==> src/rtl/mem_port_arbiter.sv <==
// Round-robin arbiter sharing one memory port between requester A (fetch) and B (data stage).
// Every grant holds the port for exactly LATENCY cycles; back-to-back grants have no bubble.
module mem_port_arbiter #(
  parameter int WIDTH   = 64,
  parameter int LATENCY = 3
) (
  input  logic             clk,
  input  logic             reset,
  input  logic             reqA,
  input  logic [WIDTH-1:0] addrA,
  input  logic             reqB,
  input  logic [WIDTH-1:0] addrB,
  output logic             sel,
  output logic [WIDTH-1:0] mem_addr,
  output logic             mem_en,
  output logic             doneA,
  output logic             doneB,
  output logic             busy
);

  localparam int CW = $clog2(LATENCY + 1);

  typedef enum logic [1:0] {
    IDLE   = 2'd0,
    BUSY_A = 2'd1,
    BUSY_B = 2'd2
  } state_t;

  state_t           state_reg, state_next;
  logic [CW-1:0]    cnt_reg, cnt_next;
  logic             last_reg, last_next;   // 0 = A granted last, 1 = B granted last
  logic             sel_reg, sel_next;
  logic [WIDTH-1:0] addr_reg, addr_next;
  logic             en_reg, en_next;
  logic             done_a_reg, done_a_next;
  logic             done_b_reg, done_b_next;

  logic arb_slot, elig_a, elig_b, grant_a, grant_b;

  always_ff @(posedge clk) begin
    if (reset) begin
      state_reg  <= IDLE;
      cnt_reg    <= '0;
      last_reg   <= 1'b1;
      sel_reg    <= 1'b0;
      addr_reg   <= '0;
      en_reg     <= 1'b0;
      done_a_reg <= 1'b0;
      done_b_reg <= 1'b0;
    end else begin
      state_reg  <= state_next;
      cnt_reg    <= cnt_next;
      last_reg   <= last_next;
      sel_reg    <= sel_next;
      addr_reg   <= addr_next;
      en_reg     <= en_next;
      done_a_reg <= done_a_next;
      done_b_reg <= done_b_next;
    end
  end

  // The requester finishing this cycle sits out arbitration, which forces alternation.
  always_comb begin
    arb_slot   = (state_reg == IDLE) || (cnt_reg == '0);
    elig_a     = reqA && (state_reg != BUSY_A);
    elig_b     = reqB && (state_reg != BUSY_B);
    grant_a    = arb_slot && elig_a && (!elig_b || last_reg);
    grant_b    = arb_slot && elig_b && (!elig_a || !last_reg);
    state_next = state_reg;
    if (grant_a) begin
      state_next = BUSY_A;
    end else if (grant_b) begin
      state_next = BUSY_B;
    end else if (arb_slot) begin
      state_next = IDLE;
    end
  end

  always_comb begin
    cnt_next  = cnt_reg;
    last_next = last_reg;
    sel_next  = sel_reg;
    addr_next = addr_reg;
    if (grant_a || grant_b) begin
      cnt_next  = CW'(LATENCY - 1);
      last_next = grant_b;
      sel_next  = grant_b;
      addr_next = grant_b ? addrB : addrA;
    end else if (state_reg != IDLE && cnt_reg != '0) begin
      cnt_next = cnt_reg - CW'(1);
    end
    en_next     = (state_next != IDLE);
    done_a_next = (state_next == BUSY_A) && (cnt_next == '0);
    done_b_next = (state_next == BUSY_B) && (cnt_next == '0);
  end

  assign sel      = sel_reg;
  assign mem_addr = addr_reg;
  assign mem_en   = en_reg;
  assign busy     = en_reg;
  assign doneA    = done_a_reg;
  assign doneB    = done_b_reg;

endmodule

==> config.mk <==
export PLATFORM = sky130hd
export DESIGN_NAME = mem_port_arbiter
export DESIGN_NICKNAME = d
export VERILOG_FILES = /design/src/rtl/mem_port_arbiter.sv
export SDC_FILE = /design/constraint.sdc
export NUM_CORES = 1
export LEC_CHECK = 0
export ABC_CLOCK_PERIOD_IN_PS = 3600
export CAP_MARGIN = 10
export CELL_PAD_IN_SITES_DETAIL_PLACEMENT = 1
export CELL_PAD_IN_SITES_GLOBAL_PLACEMENT = 2
export CORE_UTILIZATION = 22
export CTS_BUF_LIST = sky130_fd_sc_hd__clkbuf_4 sky130_fd_sc_hd__clkbuf_8
export DETAILED_ROUTE_END_ITERATION = 7
export PLACE_DENSITY = 0.95
export SETUP_SLACK_MARGIN = 0.1
export SYNTH_ARGS = -nofsm -noshare
export SYNTH_HDL_FRONTEND = slang
export SYNTH_SLANG_ARGS = --single-unit
==> constraint.sdc <==
create_clock -name clk -period 3.6 [get_ports clk]
set_input_delay 0.54 -clock clk [delete_from_list [all_inputs] [get_ports clk]]
set_output_delay 0.54 -clock clk [all_outputs]
set_load 0.02 [all_outputs]
==> images/met1.png <==
Supply wires on this layer in grey.
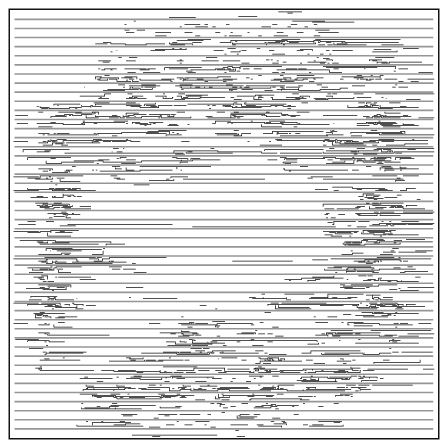
The layer holds 43% of the routed length. The wires run mostly horizontal. The longest straight run is 42.8 um.
vias after detailed routing: 4,027
met1 Use GR: 19.6%
total routed wirelength: 14,100 um

==> results.tsv <==
metric	value	unit
Final Max-Slew Violation Tally	0	
placement row count	45	
Yosys Warn Count	0	
effective utilization at floorplan	22.8	%
via count of the first global-routing pass	4216	
achievable frequency	425	MHz
run status	finished, final reports clean	
CP arrival	2600	ps
final global-route overflow total	0	
Cell Area, Synth	3490	um^2
share of the clock period used by the worst path	65.3	%
Top-area cell share	41.9	%
total power	3.07	mW
Die Size	16400	um^2
# hold bufs at CTS	0	
antenna fix cells	0	
internal power of the cells	2.00	mW
total DRC errors in the routed layout	0	
clock power share	25.1	%
switching power summed over all nets	1.07	mW
share of post-route cells with drive strength above 1	6.16	%
Yosys Chip Area	3490	um^2
TritonCTS Buffers	9	
switching power share of the total	34.9	%
top-level I/O count	201	
part of the power in registers	34.3	%
cell with the most instances after synthesis	sky130_fd_sc_hd__dfxtp_1	
final setup violation count	0	
post-route clock skew	8.33	ps
port buffer count	200	
largest area contributor in the netlist	sky130_fd_sc_hd__dfxtp_1	
core area	15300	um^2
# resized after CTS	0	
# H-tree levels	3	
relative slew slack	23.4	%
Worst Setup Path Type	flip-flop to flip-flop	
number of hold violations in the final report	0	
largest net degree at the start of global routing	77	
number of maximum-capacitance constraint violations	0	
residual antenna-violating net count after detailed routing	0	
syn_area_per_cell	8.19	um^2
number of buffers inserted by post-CTS setup repair	0	
maximum fanout along the worst path	52	
Critical Path Sink Type	flip-flop	
Post-synth area hogs	sky130_fd_sc_hd__dfxtp_1 42%, sky130_fd_sc_hd__a311oi_1 16%, sky130_fd_sc_hd__nand3_1 9.3%	
final setup slack of the worst path	1250	ps
type of origin of the critical path	flip-flop	
TritonCTS sink count	73	
core occupancy in the finished layout	38.0	%
CTS clock-pin slew for the worst setup and hold paths	80	ps
Die Y	128	um
sequential area share after synthesis	41.9	%
clock period minus worst slack	2350	ps
maximum clock insertion buffer count	2	
Top FF cell, synth	sky130_fd_sc_hd__dfxtp_1	
measured slew at the worst slew-check pin	1150	ps
==> images/met2.png <==
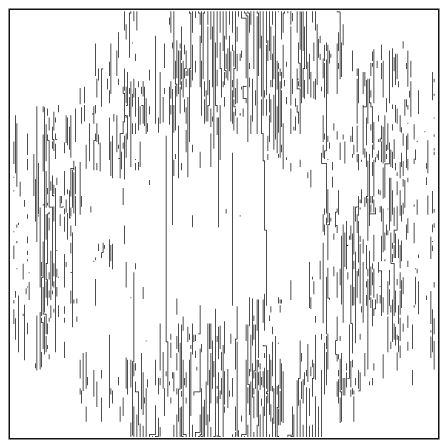
The wires run mostly vertical. The layer holds 49% of the routed length.
met2 Track Usage GR: 31.4%

-- routing by layer --
layer / track usage (%) / vias up / part of all wire [%]
met4: 7.27 / 0 / 2.2
met2: 31.4 / 131 / 49
met5: 0 / - / 0
met3: 3.59 / 19 / 5.8
met1: 19.6 / 1950 / 43
li1: - / 1927 / -
-- area by class of cell --
cell class	count	area, um^2
clock buffers	13	173
clock inverters	2	60.1
fillers	1790	9490
inverters	5	18.8
multi-input cells	296	1730
flip-flops and latches	73	1460
well taps	211	264
repair buffers	212	2110
-- logic make-up after synthesis --
family                   Yosys count  share of synthesized area (%)
XOR/XNOR                           2                          0.502
flip-flops                        73                           41.9
adder cells (fa/ha/maj)            1                          0.359
AND-OR/OR-AND                    145                           29.2
buffers and inverters             57                           8.86
AND/OR/NAND/NOR                  148                           19.2
-- cells in the final DEF (no fill, tap or decap), types with 2 or more instances in the layout --
cell / count
sky130_fd_sc_hd__a21bo_2: 2
sky130_fd_sc_hd__a21oi_1: 5
sky130_fd_sc_hd__a311oi_1: 64
sky130_fd_sc_hd__buf_12: 2
sky130_fd_sc_hd__buf_4: 10
sky130_fd_sc_hd__bufinv_16: 2
sky130_fd_sc_hd__clkbuf_8: 12
sky130_fd_sc_hd__clkdlybuf4s50_1: 199
sky130_fd_sc_hd__dfxtp_1: 73
sky130_fd_sc_hd__inv_1: 5
sky130_fd_sc_hd__nand2_1: 3
sky130_fd_sc_hd__nand3_1: 65
sky130_fd_sc_hd__nor2_1: 69
sky130_fd_sc_hd__nor2b_1: 2
sky130_fd_sc_hd__nor3_1: 2
sky130_fd_sc_hd__o21ai_0: 35
sky130_fd_sc_hd__o21ai_1: 31
sky130_fd_sc_hd__xnor2_1: 2
-- final timing paths --
kind / startpoint / end / slack [ps] / cells past startpoint
worst max-delay path: cnt_reg[0]$_SDFF_PP0_ / mem_addr[2]$_SDFFE_PP0P_ / 1250 / 7
worst min-delay path: mem_addr[30]$_SDFFE_PP0P_ / mem_addr[30]$_SDFFE_PP0P_ / 500 / 2
worst max register to register: cnt_reg[0]$_SDFF_PP0_ / mem_addr[2]$_SDFFE_PP0P_ / 1250 / 7
worst min register to register: mem_addr[30]$_SDFFE_PP0P_ / mem_addr[30]$_SDFFE_PP0P_ / 500 / 2
-- worst max-delay path: stages (launching register included) --
cell                       delay, ps
sky130_fd_sc_hd__dfxtp_1         390
sky130_fd_sc_hd__inv_1            60
sky130_fd_sc_hd__ha_1            270
sky130_fd_sc_hd__nand2_2         170
sky130_fd_sc_hd__or3_2           280
sky130_fd_sc_hd__buf_4           560
sky130_fd_sc_hd__nand3_1         170
sky130_fd_sc_hd__a311oi_1        310
-- power groups by stage --
| stage | logic (mW) | clock network, mW | registers, mW |
|---|---|---|---|
| after floorplan | 0.509 | 0 | 1.24 |
| after global placement | 1.21 | 0 | 1.06 |
| after detailed placement | 1.26 | 0 | 1.07 |
| after CTS | 1.26 | 0.799 | 1.05 |
| after global routing | 1.35 | 0.834 | 1.07 |
| final | 1.25 | 0.769 | 1.05 |
-- through the flow --
stage	instance area, um^2	instances
5_1_grt	5820	812
2_1_floorplan	3490	426
3_3_place_gp	5590	797
4_1_cts	5820	812
6_report	5820	812
3_5_place_dp	5590	797
Power figures rest on the tool's default switching activity, not on a simulated workload.
